## src/rtl/bin_to_bcd_seq_if.sv

```systemverilog
// Handshake and result bundle for bin_to_bcd_seq.
// The master side requests a conversion; the slave side returns four BCD digits and status.
interface bin_to_bcd_seq_if #(
    parameter int BIN_W = 14
);
    logic             start;
    logic [BIN_W-1:0] bin;
    logic             busy;
    logic             done;
    logic             ovf;
    logic [3:0]       val3;
    logic [3:0]       val2;
    logic [3:0]       val1;
    logic [3:0]       val0;

    modport master (
        output start, bin,
        input  busy, done, ovf, val3, val2, val1, val0
    );

    modport slave (
        input  start, bin,
        output busy, done, ovf, val3, val2, val1, val0
    );
endinterface

```

## src/rtl/bin_to_bcd_seq.sv

```systemverilog
// Sequential binary-to-BCD converter (shift-and-add-3, one bit per clock).
// Optional build macro OVF_SATURATE_EN: an overflowing value shows as 9999 instead of value mod 10000.
//
// state | meaning
// IDLE  | waiting for start; outputs hold the last result
// SHIFT | one adjust-and-shift step per cycle, BIN_W steps in total
// DONE  | scratch is complete; results latched on leaving, start may reload at once
module bin_to_bcd_seq #(
    parameter int BIN_W = 14
) (
    input logic            clk,
    input logic            rst,
    bin_to_bcd_seq_if.slave bus
);
    localparam int CNT_W = $clog2(BIN_W + 1);

    typedef enum logic [1:0] {IDLE, SHIFT, DONE} state_t;

    state_t           state, state_next;
    logic [BIN_W-1:0] shreg;
    logic [19:0]      scratch;
    logic [18:0]      scratch_adj;
    logic [CNT_W-1:0] cnt;
    logic             load, shift_en, latch;
    logic             done_q, ovf_q;
    logic [3:0]       val3_q, val2_q, val1_q, val0_q;

    function automatic logic [3:0] add3(input logic [3:0] d);
        return (d >= 4'd5) ? d + 4'd3 : d;
    endfunction

    // Bit 19 always leaves on the shift, so the top digit only needs its low three bits adjusted.
    always_comb begin
        scratch_adj          = '0;
        scratch_adj[3:0]     = add3(scratch[3:0]);
        scratch_adj[7:4]     = add3(scratch[7:4]);
        scratch_adj[11:8]    = add3(scratch[11:8]);
        scratch_adj[15:12]   = add3(scratch[15:12]);
        scratch_adj[18:16]   = (scratch[18:16] >= 3'd5) ? scratch[18:16] + 3'd3 : scratch[18:16];
    end

    always_ff @(posedge clk or posedge rst) begin
        if (rst) state <= IDLE;
        else     state <= state_next;
    end

    always_comb begin
        state_next = state;
        load       = 1'b0;
        shift_en   = 1'b0;
        latch      = 1'b0;
        case (state)
            IDLE: begin
                if (bus.start) begin
                    load       = 1'b1;
                    state_next = SHIFT;
                end
            end
            SHIFT: begin
                shift_en = 1'b1;
                if (cnt == CNT_W'(1)) state_next = DONE;
            end
            DONE: begin
                latch = 1'b1;
                if (bus.start) begin
                    load       = 1'b1;
                    state_next = SHIFT;
                end else begin
                    state_next = IDLE;
                end
            end
            default: state_next = IDLE;
        endcase
    end

    always_ff @(posedge clk or posedge rst) begin
        if (rst) begin
            shreg   <= '0;
            scratch <= '0;
            cnt     <= '0;
        end else if (load) begin
            shreg   <= bus.bin;
            scratch <= '0;
            cnt     <= CNT_W'(BIN_W);
        end else if (shift_en) begin
            scratch <= {scratch_adj, shreg[BIN_W-1]};
            shreg   <= shreg << 1;
            cnt     <= cnt - CNT_W'(1);
        end
    end

    always_ff @(posedge clk or posedge rst) begin
        if (rst) begin
            done_q <= 1'b0;
            ovf_q  <= 1'b0;
            val3_q <= '0;
            val2_q <= '0;
            val1_q <= '0;
            val0_q <= '0;
        end else begin
            done_q <= latch;
            if (latch) begin
                ovf_q <= |scratch[19:16];
`ifdef OVF_SATURATE_EN
                if (|scratch[19:16]) begin
                    val3_q <= 4'd9;
                    val2_q <= 4'd9;
                    val1_q <= 4'd9;
                    val0_q <= 4'd9;
                end else begin
                    val3_q <= scratch[15:12];
                    val2_q <= scratch[11:8];
                    val1_q <= scratch[7:4];
                    val0_q <= scratch[3:0];
                end
`else
                val3_q <= scratch[15:12];
                val2_q <= scratch[11:8];
                val1_q <= scratch[7:4];
                val0_q <= scratch[3:0];
`endif
            end
        end
    end

    // busy stays up through the cycle that presents done, so it falls one cycle after the pulse.
    assign bus.busy = (state != IDLE) || done_q;
    assign bus.done = done_q;
    assign bus.ovf  = ovf_q;
    assign bus.val3 = val3_q;
    assign bus.val2 = val2_q;
    assign bus.val1 = val1_q;
    assign bus.val0 = val0_q;
endmodule
```

## src/flat_wrapper.sv

```systemverilog
// flat-port wrapper written by rule: the top's interface ports become plain ports
module bin_to_bcd_seq_flat 
#(
    parameter int BIN_W = 14
)
  (clk, rst, bus_start, bus_bin, bus_busy, bus_done, bus_ovf, bus_val3, bus_val2, bus_val1, bus_val0);
  bin_to_bcd_seq_if #(.BIN_W(BIN_W)) bus_i ();
  input logic clk;
  input logic rst;
  input wire logic [$bits(bus_i.start)-1:0] bus_start;
  input wire logic [$bits(bus_i.bin)-1:0] bus_bin;
  output wire logic [$bits(bus_i.busy)-1:0] bus_busy;
  output wire logic [$bits(bus_i.done)-1:0] bus_done;
  output wire logic [$bits(bus_i.ovf)-1:0] bus_ovf;
  output wire logic [$bits(bus_i.val3)-1:0] bus_val3;
  output wire logic [$bits(bus_i.val2)-1:0] bus_val2;
  output wire logic [$bits(bus_i.val1)-1:0] bus_val1;
  output wire logic [$bits(bus_i.val0)-1:0] bus_val0;
  assign bus_i.start = bus_start;
  assign bus_i.bin = bus_bin;
  assign bus_busy = bus_i.busy;
  assign bus_done = bus_i.done;
  assign bus_ovf = bus_i.ovf;
  assign bus_val3 = bus_i.val3;
  assign bus_val2 = bus_i.val2;
  assign bus_val1 = bus_i.val1;
  assign bus_val0 = bus_i.val0;
  bin_to_bcd_seq #(.BIN_W(BIN_W)) u_core (.clk(clk), .rst(rst), .bus(bus_i));
endmodule
```

## config.mk

```make
export PLATFORM = sky130hd
export DESIGN_NAME = bin_to_bcd_seq_flat
export DESIGN_NICKNAME = d
export VERILOG_FILES = /design/src/rtl/bin_to_bcd_seq_if.sv /design/src/rtl/bin_to_bcd_seq.sv /design/src/flat_wrapper.sv
export SDC_FILE = /design/constraint.sdc
export NUM_CORES = 1
export LEC_CHECK = 0
export CAP_MARGIN = 10
export CORE_ASPECT_RATIO = 2
export CORE_MARGIN = 2
export CORE_UTILIZATION = 40
export CTS_CLUSTER_DIAMETER = 200
export DETAILED_ROUTE_END_ITERATION = 10
export PLACE_DENSITY = 0.59
export SLEW_MARGIN = 20
export SYNTH_ARGS = -nofsm -noshare
export SYNTH_HDL_FRONTEND = slang
export SYNTH_SLANG_ARGS = --single-unit
export TNS_END_PERCENT = 100
```

## constraint.sdc

```tcl
create_clock -name clk -period 2.6 [get_ports clk]
set_input_delay 0.39 -clock clk [delete_from_list [all_inputs] [get_ports clk]]
set_output_delay 0.39 -clock clk [all_outputs]
set_load 0.005 [all_outputs]
```

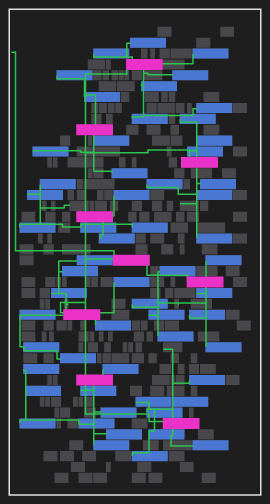
**Above:** run 1 (routed clock nets over the placement).
(4 px per um)
[blue] flip-flops | count: 58
[green] clock wires | length: 800 um
[magenta] cells driving clock nets | count: 9
routed clock nets: 10
flops lie: all over the die

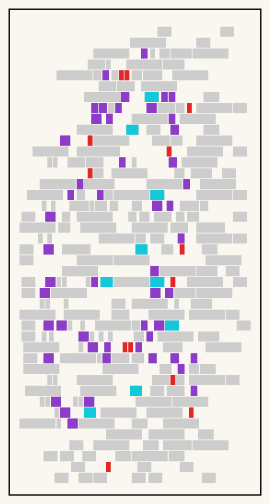
**Above:** run 1 (logic cells by family).
(4 px per um)
[purple] inverting AOI/OAI gates | cells: 51
[cyan] AND-OR and OR-AND gates | cells: 9
[red] inverters | cells: 13

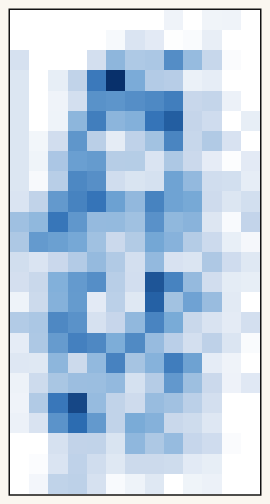
**Above:** run 1 (wiring heat map).
(4 px per um) 13 x 24 tiles, from white (low) to dark blue (high), scaled to the fullest tile. Values are wire area over tile area, all layers added.
mean over tiles: 0.11
tiles over half the peak: 18%
fullest tile: 0.39

==> impl_metrics.py, run 1 <==
# Auto-generated metrics
metrics = {
    "outcome": {
        "outcome": "finished, final reports clean",
    },
    "routing": {
        "drt-wirelength-per-cell_um": 14.1,
        "via_count": 1899,
        "viasPerCell": 5.16,
    },
    "finish": {
        "layout.area.seq_sq_mm": 0.00145,
        "lay_top_count": "dfrtp_1",
        "fin_nets": 305,
        "drive_above_1_share_pct": 11.1,
        "seq-cell-share_pct": 41.5,
        "num-clock-buffers": 15,
        "n_all_buffers": 39,
        "layout_top_cells": "dfrtp_1, clkdlybuf4s50_1, nand2_1, a22oi_1, ha_1",
        "ff_count": 58,
        "nonClkBufAreaFrac_pct": 11.6,
    },
    "clocking": {
        "cts.hold.buffers_added": 0,
        "cts_setup_buffers": 0,
        "cts_tree": "yes",
    },
    "final_timing": {
        "fin_crit_ns": 1.98,
        "finalClockSkew_ns": 0.00418,
        "worstMarginPinSlew_ns": 0.527,
        "relSlewSlack_pct": 64.7,
        "slew_violations": 0,
        "fmax_mhz": 505,
    },
    "yosys": {
        "seq_area_frac_synth_pct": 53.0,
        "largest_area_cell": "dfrtp_1",
        "yosys-stat-cells": 236,
        "ys_ff": 58,
        "xor_area_share_pct": 1.60,
    },
    "pwr": {
        "leakage_nw": 1.57,
        "ir_drop_mv": 0.631,
        "power.density_mw_per_mm2": 1300,
    },
    "setup_path": {
        "crit_chain": "or3_1 > clkdlybuf4s50_1",
        "crit_path_start": "u_core.state[0]",
        "cpPeakStageDelay_ns": 0.46,
        "cpLargestDelayFamily": "buffers and inverters",
        "path_buffers": 1,
    },
    "placement": {
        "dpl_worst_slack_ns": 0.806,
        "place.gp.congestion": 0.733,
        "hpwl_um": 3580,
    },
    "floorplanning": {
        "dieHeight_um": 121,
        "fp_util_pct": 41.4,
        "dieArea_sq_mm": 0.00757,
        "die-width_um": 62.5,
    },
    "global_routing": {
        "grt_use_met3_pct": 4.73,
    },
    "run": {
        "warnings": 33,
    },
}
==> run 2: changes to the inputs <==
--- a/config.mk
+++ b/config.mk
@@ -11,7 +11,7 @@
 export CORE_UTILIZATION = 40
 export CTS_CLUSTER_DIAMETER = 200
 export DETAILED_ROUTE_END_ITERATION = 10
-export PLACE_DENSITY = 0.59
+export PLACE_DENSITY = 0.61
 export SLEW_MARGIN = 20
 export SYNTH_ARGS = -nofsm -noshare
 export SYNTH_HDL_FRONTEND = slang
==> constraint.sdc (replaced) <==
create_clock -name clk -period 1.7 [get_ports clk]
set_input_delay 0.255 -clock clk [delete_from_list [all_inputs] [get_ports clk]]
set_output_delay 0.255 -clock clk [all_outputs]
set_load 0.005 [all_outputs]
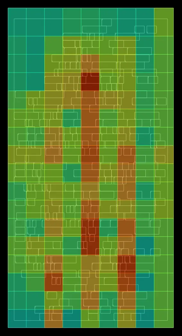
**Above:** run 2 (congestion heat map).
met3 global-route usage: 5.38%
GR Util met1: 17.5%
overall global routing resource usage: 15.4%
Avg WL per Cell: 13.8 um

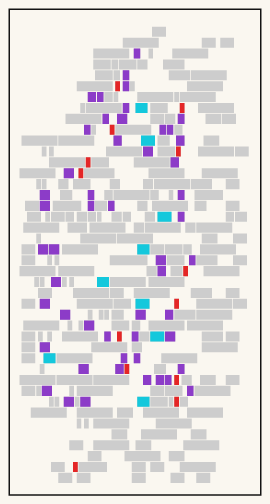
**Above:** run 2 (logic cells by family).
(4 px per um)
[red] inverters | cells: 13
[cyan] AND-OR and OR-AND gates | cells: 9
[purple] inverting AOI/OAI gates | cells: 51

==> run 2 against run 1 <==
- count of clock-buffer cells in the layout decreased by 1
- routed wire length fell by 1.1%
- critical path type is now flip-flop to flip-flop
- global-route usage down 0.44 points
- clock power increased by 27%
==> impl_metrics.py, run 2 <==
# Auto-generated metrics
metrics = {
    "outcome": {
        "outcome": "finished, final reports clean",
    },
    "setup_path": {
        "crit_path_start": "u_core.state[1]",
        "cpPeakStageDelay_ns": 0.49,
        "crit_chain": "buf_4 > and2b_1 > buf_4 > a22oi_1 > nand2_1",
    },
    "yosys": {
        "yosys-stat-cells": 236,
        "xor_area_share_pct": 1.60,
        "largest_area_cell": "dfrtp_1",
        "ys_ff": 58,
    },
    "finish": {
        "layout_top_cells": "dfrtp_1, clkdlybuf4s50_1, nand2_1, a22oi_1, ha_1",
        "antenna_cells": 0,
        "ff_count": 58,
        "seq-cell-share_pct": 41.8,
        "fin_nets": 311,
        "lay_top_count": "dfrtp_1",
        "n_all_buffers": 45,
        "nonClkBufAreaFrac_pct": 12.9,
        "layout.area.seq_sq_mm": 0.00145,
        "num-clock-buffers": 14,
        "drive_above_1_share_pct": 12.0,
    },
    "final_timing": {
        "fmax_mhz": 624,
        "relSlewSlack_pct": 67.6,
        "finalClockSkew_ns": 0.00396,
        "fin_crit_ns": 1.60,
        "slew_violations": 0,
    },
    "routing": {
        "postRouteAntennaNets": 0,
        "viasPerCell": 5.14,
    },
    "clocking": {
        "cts_tree": "yes",
    },
    "pwr": {
        "leakage_nw": 1.56,
        "ir_drop_mv": 0.899,
        "seq_power_share_pct": 36.7,
        "power.density_mw_per_mm2": 1930,
    },
    "placement": {
        "place.gp.congestion": 0.793,
        "hpwl_um": 3390,
        "dpl_worst_slack_ns": 0.185,
    },
    "run": {
        "warnings": 33,
    },
    "floorplanning": {
        "dieArea_sq_mm": 0.00757,
        "dieHeight_um": 121,
    },
}
==> run 3: changes to the inputs <==
--- a/config.mk
+++ b/config.mk
@@ -11,7 +11,7 @@
 export CORE_UTILIZATION = 40
 export CTS_CLUSTER_DIAMETER = 200
 export DETAILED_ROUTE_END_ITERATION = 10
-export PLACE_DENSITY = 0.61
+export PLACE_DENSITY = 0.59
 export SLEW_MARGIN = 20
 export SYNTH_ARGS = -nofsm -noshare
 export SYNTH_HDL_FRONTEND = slang
==> constraint.sdc (replaced) <==
create_clock -name clk -period 1.5 [get_ports clk]
set_input_delay 0.225 -clock clk [delete_from_list [all_inputs] [get_ports clk]]
set_output_delay 0.225 -clock clk [all_outputs]
set_load 0.005 [all_outputs]
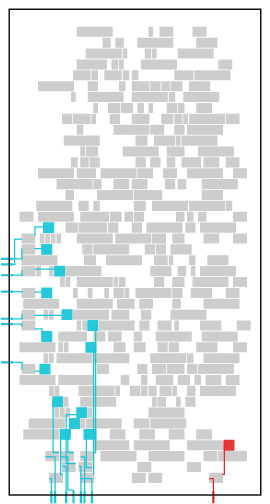
**Above:** run 3 (wires at chosen ports, followed through buffers).
(4 px per um)
[red] rst | direction: input | end cells: 1 | buffers: 1 | wire: 12.4 um
[cyan] bus_bin | direction: input | end cells: 14 | buffers: 14 | wire: 243 um

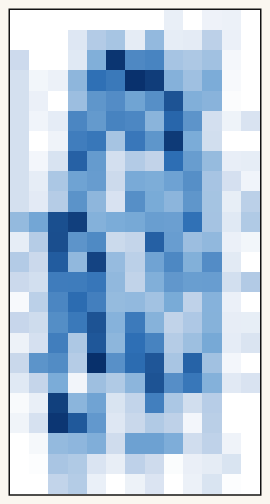
**Above:** run 3 (wiring heat map).
(4 px per um) 13 x 24 tiles, from white (low) to dark blue (high), scaled to the fullest tile. Values are wire area over tile area, all layers added.
nearly empty tiles: 14%
tiles over half the peak: 28%
mean over tiles: 0.11
fullest tile: 0.32

==> run 3 against run 2 <==
- hold slack improved by 0.035 ns
- register-to-register slack got worse by 0.04 ns
- via count increased by 3.1%
- critical endpoint is now u_core.bus.val0[1]
- highest routed layer unchanged
==> impl_metrics.py, run 3 <==
# Auto-generated metrics
metrics = {
    "outcome": {
        "outcome": "finished, final reports clean",
    },
    "finish": {
        "antenna_cells": 0,
        "fin_nets": 324,
        "layout_top_cells": "dfrtp_1, clkdlybuf4s50_1, nand2_1, buf_4, a22oi_1",
        "layout.area.seq_sq_mm": 0.00145,
        "drive_above_1_share_pct": 20.7,
    },
    "setup_path": {
        "crit_path_start": "u_core.state[0]",
        "cpLargestDelayFamily": "buffers and inverters",
    },
    "global_routing": {
        "grt_use_met3_pct": 4.27,
    },
    "routing": {
        "via_count": 1973,
        "postRouteAntennaNets": 0,
    },
    "yosys": {
        "ys_ff": 58,
    },
    "floorplanning": {
        "die-width_um": 62.5,
    },
    "clocking": {
        "cts.hold.buffers_added": 0,
        "cts_setup_buffers": 2,
    },
    "pwr": {
        "power.density_mw_per_mm2": 2230,
        "leakage_nw": 1.65,
        "ir_drop_mv": 1.19,
        "seq_power_share_pct": 34.1,
    },
    "final_timing": {
        "slew_violations": 0,
    },
    "placement": {
        "place.gp.congestion": 0.814,
    },
}
Power and IR drop assume default switching activity.
